**config.mk**
```make
export PLATFORM = sky130hd
export DESIGN_NAME = hazard_ctrl
export DESIGN_NICKNAME = d
export VERILOG_FILES = /design/src/rtl/pipe_pkg.sv /design/src/rtl/luh_detect.sv /design/src/rtl/hazard_ctrl.sv
export SDC_FILE = /design/constraint.sdc
export NUM_CORES = 1
export LEC_CHECK = 0
export ABC_AREA = 1
export CORE_MARGIN = 2
export CORE_UTILIZATION = 55
export DETAILED_ROUTE_END_ITERATION = 12
export PLACE_DENSITY = 0.93
export SETUP_SLACK_MARGIN = 0.15
export SLEW_MARGIN = 20
export SYNTH_ARGS = -nofsm -noshare
export SYNTH_HDL_FRONTEND = slang
export SYNTH_SLANG_ARGS = --single-unit
```
**constraint.sdc**
```tcl
create_clock -name clk -period 3.37 [get_ports clk]
set_input_delay 1.011 -clock clk [delete_from_list [all_inputs] [get_ports clk]]
set_output_delay 1.011 -clock clk [all_outputs]
set_load 0.05 [all_outputs]
```
**src/rtl/pipe_pkg.sv**
```systemverilog
// Shared pipeline definitions: sequencer state encoding, register constants
//   and the RV32I major opcodes used by the control unit.
// No logic; types and constants only.
package pipe_pkg;

  // Sequencer state encoding
  typedef enum logic [1:0] {
    RUN      = 2'd0,
    MEM_WAIT = 2'd1,
    ERR      = 2'd2
  } state_e;

  // Architectural zero register
  localparam logic [4:0] REG_X0 = 5'd0;

  // RV32I major opcodes, shared with the control unit
  localparam logic [6:0] OP_LOAD   = 7'b0000011;
  localparam logic [6:0] OP_STORE  = 7'b0100011;
  localparam logic [6:0] OP_BRANCH = 7'b1100011;
  localparam logic [6:0] OP_JAL    = 7'b1101111;
  localparam logic [6:0] OP_JALR   = 7'b1100111;
  localparam logic [6:0] OP_OP     = 7'b0110011;
  localparam logic [6:0] OP_OPIMM  = 7'b0010011;
  localparam logic [6:0] OP_LUI    = 7'b0110111;
  localparam logic [6:0] OP_AUIPC  = 7'b0010111;

endpackage

```
**src/rtl/luh_detect.sv**
```systemverilog
// Load-use hazard detector: flags an ID instruction that reads the rd of a
//   load currently in EX. Purely combinational, zero latency, no backpressure.
// Ports: ID source fields/use flags, EX rd and load flag in; luh_o out.
module luh_detect
  import pipe_pkg::*;
(
  input  logic [4:0] id_rs1_i,
  input  logic [4:0] id_rs2_i,
  input  logic       id_use_rs1_i,
  input  logic       id_use_rs2_i,
  input  logic [4:0] ex_rd_i,
  input  logic       ex_mr_i,
  output logic       luh_o
);

  logic rs1_hit;
  logic rs2_hit;

  assign rs1_hit = id_use_rs1_i && (id_rs1_i == ex_rd_i);
  assign rs2_hit = id_use_rs2_i && (id_rs2_i == ex_rd_i);

  // A load to x0 produces nothing to forward, so it never hazards.
  assign luh_o = ex_mr_i && (ex_rd_i != REG_X0) && (rs1_hit || rs2_hit);

endmodule

```
**src/rtl/hazard_ctrl.sv**
```systemverilog
// Pipeline sequencer: load-use bubbles, redirect flushes, memory-wait freeze
//   with timeout watchdog, and a stall-cycle counter. Controls are
//   combinational in-cycle; state/counters update at the next posedge.
// Ports: clk/rst, hazard and memory handshake inputs; stage enables, flushes,
//   stall, sticky bus_err and stall_cnt outputs.
module hazard_ctrl
  import pipe_pkg::*;
#(
  parameter int MEM_TIMEOUT = 16,
  parameter int CNT_W       = 32
) (
  input  logic             clk,
  input  logic             rst,
  input  logic [4:0]       id_rs1,
  input  logic [4:0]       id_rs2,
  input  logic             id_use_rs1,
  input  logic             id_use_rs2,
  input  logic [4:0]       ex_rd,
  input  logic             ex_MR,
  input  logic             ex_redirect,
  input  logic             mem_req,
  input  logic             mem_ready,
  output logic             stall,
  output logic             pc_en,
  output logic             ifid_en,
  output logic             idex_en,
  output logic             exmem_en,
  output logic             ifid_flush,
  output logic             idex_flush,
  output logic             bus_err,
  output logic [CNT_W-1:0] stall_cnt
);

  localparam int WCNT_W = $clog2(MEM_TIMEOUT) + 1;

  state_e             state_q, state_d;
  logic [WCNT_W-1:0]  wcnt_q, wcnt_d;
  logic               bus_err_q, bus_err_d;
  logic [CNT_W-1:0]   stall_cnt_q, stall_cnt_d;
  logic               luh;
  logic               mem_stall;

  luh_detect u_luh (
    .id_rs1_i     (id_rs1),
    .id_rs2_i     (id_rs2),
    .id_use_rs1_i (id_use_rs1),
    .id_use_rs2_i (id_use_rs2),
    .ex_rd_i      (ex_rd),
    .ex_mr_i      (ex_MR),
    .luh_o        (luh)
  );

  // Only an access that is not completing this very cycle freezes the pipe.
  assign mem_stall = mem_req && !mem_ready;

  always_comb begin
    state_d    = state_q;
    wcnt_d     = wcnt_q;
    bus_err_d  = bus_err_q;
    stall      = 1'b0;
    pc_en      = 1'b0;
    ifid_en    = 1'b0;
    idex_en    = 1'b0;
    exmem_en   = 1'b0;
    ifid_flush = 1'b0;
    idex_flush = 1'b0;

    unique case (state_q)
      RUN: begin
        if (mem_stall) begin
          // Whole pipe frozen; a pending redirect stays parked in EX.
          state_d = MEM_WAIT;
          wcnt_d  = WCNT_W'(1);
        end else if (ex_redirect) begin
          pc_en      = 1'b1;
          ifid_en    = 1'b1;
          idex_en    = 1'b1;
          exmem_en   = 1'b1;
          ifid_flush = 1'b1;
          idex_flush = 1'b1;
        end else if (luh) begin
          // Hold IF/ID, let the load advance; the control unit bubbles ID.
          stall    = 1'b1;
          idex_en  = 1'b1;
          exmem_en = 1'b1;
        end else begin
          pc_en    = 1'b1;
          ifid_en  = 1'b1;
          idex_en  = 1'b1;
          exmem_en = 1'b1;
        end
      end
      MEM_WAIT: begin
        if (mem_ready) begin
          state_d = RUN;
          wcnt_d  = '0;
        end else if (wcnt_q == WCNT_W'(MEM_TIMEOUT - 1)) begin
          state_d   = ERR;
          bus_err_d = 1'b1;
        end else begin
          wcnt_d = wcnt_q + WCNT_W'(1);
        end
      end
      ERR: begin
        stall = 1'b1;
      end
      default: begin
        state_d = RUN;
      end
    endcase

    if (rst) begin
      stall      = 1'b1;
      pc_en      = 1'b0;
      ifid_en    = 1'b0;
      idex_en    = 1'b0;
      exmem_en   = 1'b0;
      ifid_flush = 1'b1;
      idex_flush = 1'b1;
    end

    stall_cnt_d = pc_en ? stall_cnt_q : stall_cnt_q + CNT_W'(1);
  end

  always_ff @(posedge clk) begin
    if (rst) begin
      state_q     <= RUN;
      wcnt_q      <= '0;
      bus_err_q   <= 1'b0;
      stall_cnt_q <= '0;
    end else begin
      state_q     <= state_d;
      wcnt_q      <= wcnt_d;
      bus_err_q   <= bus_err_d;
      stall_cnt_q <= stall_cnt_d;
    end
  end

  assign bus_err   = bus_err_q;
  assign stall_cnt = stall_cnt_q;

endmodule

```
==> results.txt <==
Notes from the flow run.

Finish:
- The run gives the clock network contribution to total cell area as 2.40%.
- The run gives the leading cell type in the layout, fill and taps excluded as nand2_1.
- The run puts the number of flip-flops in the largest register at 32.
- For the completed layout, the total cell area is recorded as 0.00365 mm^2.
- The run gives the register area as 801 um^2.
- For this run, the number of standard cells in the final layout without fillers is 587.
- The run gives the number of diodes as 0.
- The run gives the count of sequential standard cells as 40.

STA:
- The run gives the summed negative setup slack over all endpoints as 0 ps.
- The run puts the clock period minus final worst setup slack at 3160 ps.
- The run gives the post-route clock skew as 14.8 ps.

Worst hold path:
- The report gives the cell count of the worst hold path as 2.
- Hold analysis lists the worst path endpoint as bus_err.

Critical path:
- The run puts the top fanout value on the critical path at 2.
- The run gives the length in cells of the worst reg-to-reg path as 8.

Synth:
- The run gives the post-synthesis sequential element count as 40.
- The run gives the tally of unique sky130hd cells used after synthesis as 31.
- The run gives the biggest area consumer among synthesized cells as dfxtp_1.
- The run puts the chip area from the yosys synthesis statistics at 0.00281 mm^2.
- The run gives the synthesized netlist cell count as 453.

Floorplanning:
- The run gives the horizontal extent of the die as 75.5 um.
- The run gives the area of the core region as 0.00501 mm^2.
- The run puts the number of top-level pins at 63.

CTS:
- The run puts the CTS buffer count at 5.
- The run gives the maximum clock path buffer count as 2.
- The run puts the clock transition at the registers of the reported paths at 90 ps.

Pwr:
- The script computed a power per unit cell area of 295 mW/mm^2.
- The run gives the cell-internal power as 0.721 mW.
- In this run, the combinational gates consume 23.5% of the power.

Global routing:
- The run puts the pin count of the biggest net entering global routing at 35.

Run status:
- The run finished with clean final reports.

Route:
- The run gives the routed length per instance as 13.0 um.
[kinds of logic after synthesis]
group | after synthesis | share of synthesized area, %
compound gates | 43 | 8.89
simple gates | 300 | 48.2
xor+xnor | 15 | 4.67
fa+ha+maj | 3 | 1.33
flops | 40 | 28.5
buf+inv | 52 | 8.40
[what timing repair did]
action / in CTS / in global routing
setup buffers: 1 / 0
pin swaps: 11 / 10
gates cloned: 0 / 0
endpoints found under the hold margin: 0 / 0
endpoints found under the setup margin: 3 / 5
hold buffers: 0 / 0
resized: 35 / 30
[routing by layer]
metal,global-route usage [%],vias to the layer above,part of all wire [%]
li1,-,1556,-
met1,29.9,1411,38
met5,0,-,0
met3,6.61,20,7.2
met4,12.9,0,2.4
met2,54.8,136,52
[power by group through the flow]
stage	Sequential [mW]	Combinational, mW	Clock, mW
floorplan	0.528	0.138	0
global placement	0.508	0.249	0
detailed placement	0.509	0.258	0
CTS	0.498	0.255	0.326
global route	0.501	0.270	0.347
finish	0.499	0.253	0.325
[worst max-delay path by stage]
stage	startpoint	endpoint	slack [ps]	cells after the start
floorplan	id_rs1[4]	stall	-20	9
detailed placement	ex_rd[4]	stall	-250	10
global route	ex_rd[4]	stall	130	10
finish	id_rs2[2]	stall	210	9
CTS	ex_rd[2]	stall	150	10
global placement	ex_rd[4]	stall	-200	10
[Yosys cell counts (2+ instances only)]
library cell and number:
a21oi_1 33, buf_2 6, buf_4 3, buf_6 3, clkbuf_1 3, dfxtp_1 40
ha_1 3, inv_1 29, inv_2 7, nand2_1 159, nand2_2 9, nand2_4 3
nand3_1 39, nand3b_1 13, nand4_1 3, nor2_1 57, nor2_2 7, nor2_4 7
nor3_1 2, o21ai_0 3, xnor2_1 4, xor2_1 11
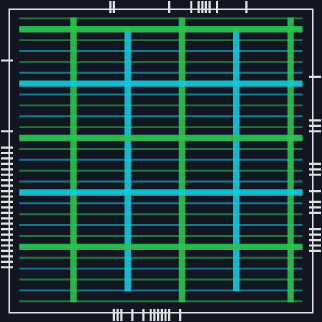
(PDN straps and rails)
Drawn at 4 px/um. Pins as bars on the die edge.
VDD: in cyan. VSS: in green.
27 met1 rails follow the rows. 63 signal pins sit on the boundary. 5 straps on met5. 5 straps on met4.

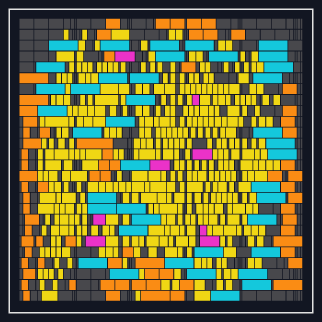
(placed cells, one colour a class)
Drawn at 4 px/um. Fill, decap, tap and diode cells in grey.
remaining buffers and delay cells: in orange, cells 72, share of their area 20%. registers: in cyan, cells 40, share of their area 22%. remaining logic cells: in yellow, cells 397, share of their area 55%. clock drivers and dummy loads: in magenta, cells 8, share of their area 2.5%.

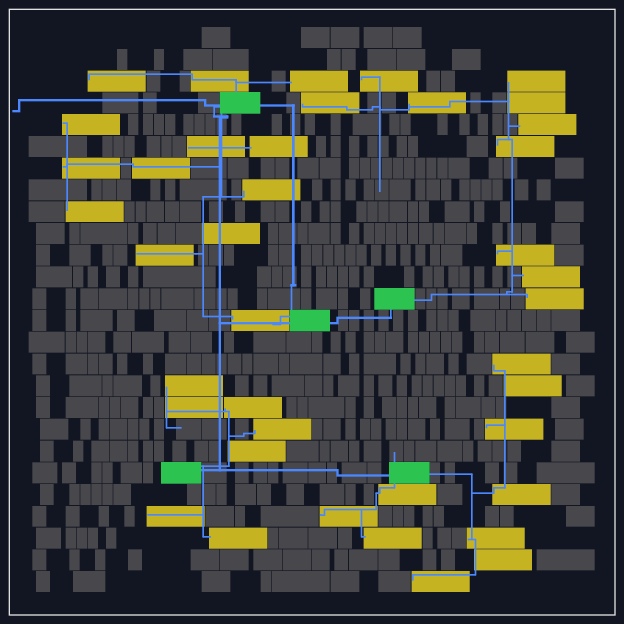
(routed clock nets over the placement)
Drawn at 8 px/um.
clock-net drivers: in green, count 5. flip-flops: in yellow, count 40. clock wires: in blue, length 519 um.
Position of the flops: widely spread.

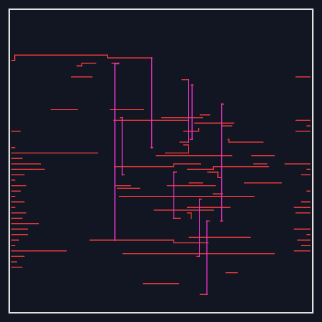
(wiring by layer)
Drawn at 4 px/um. Two of the layers only.
M3: in red, wire length 549 um. M4: in magenta, wire length 185 um.

Power is estimated from default activity; no workload was simulated.
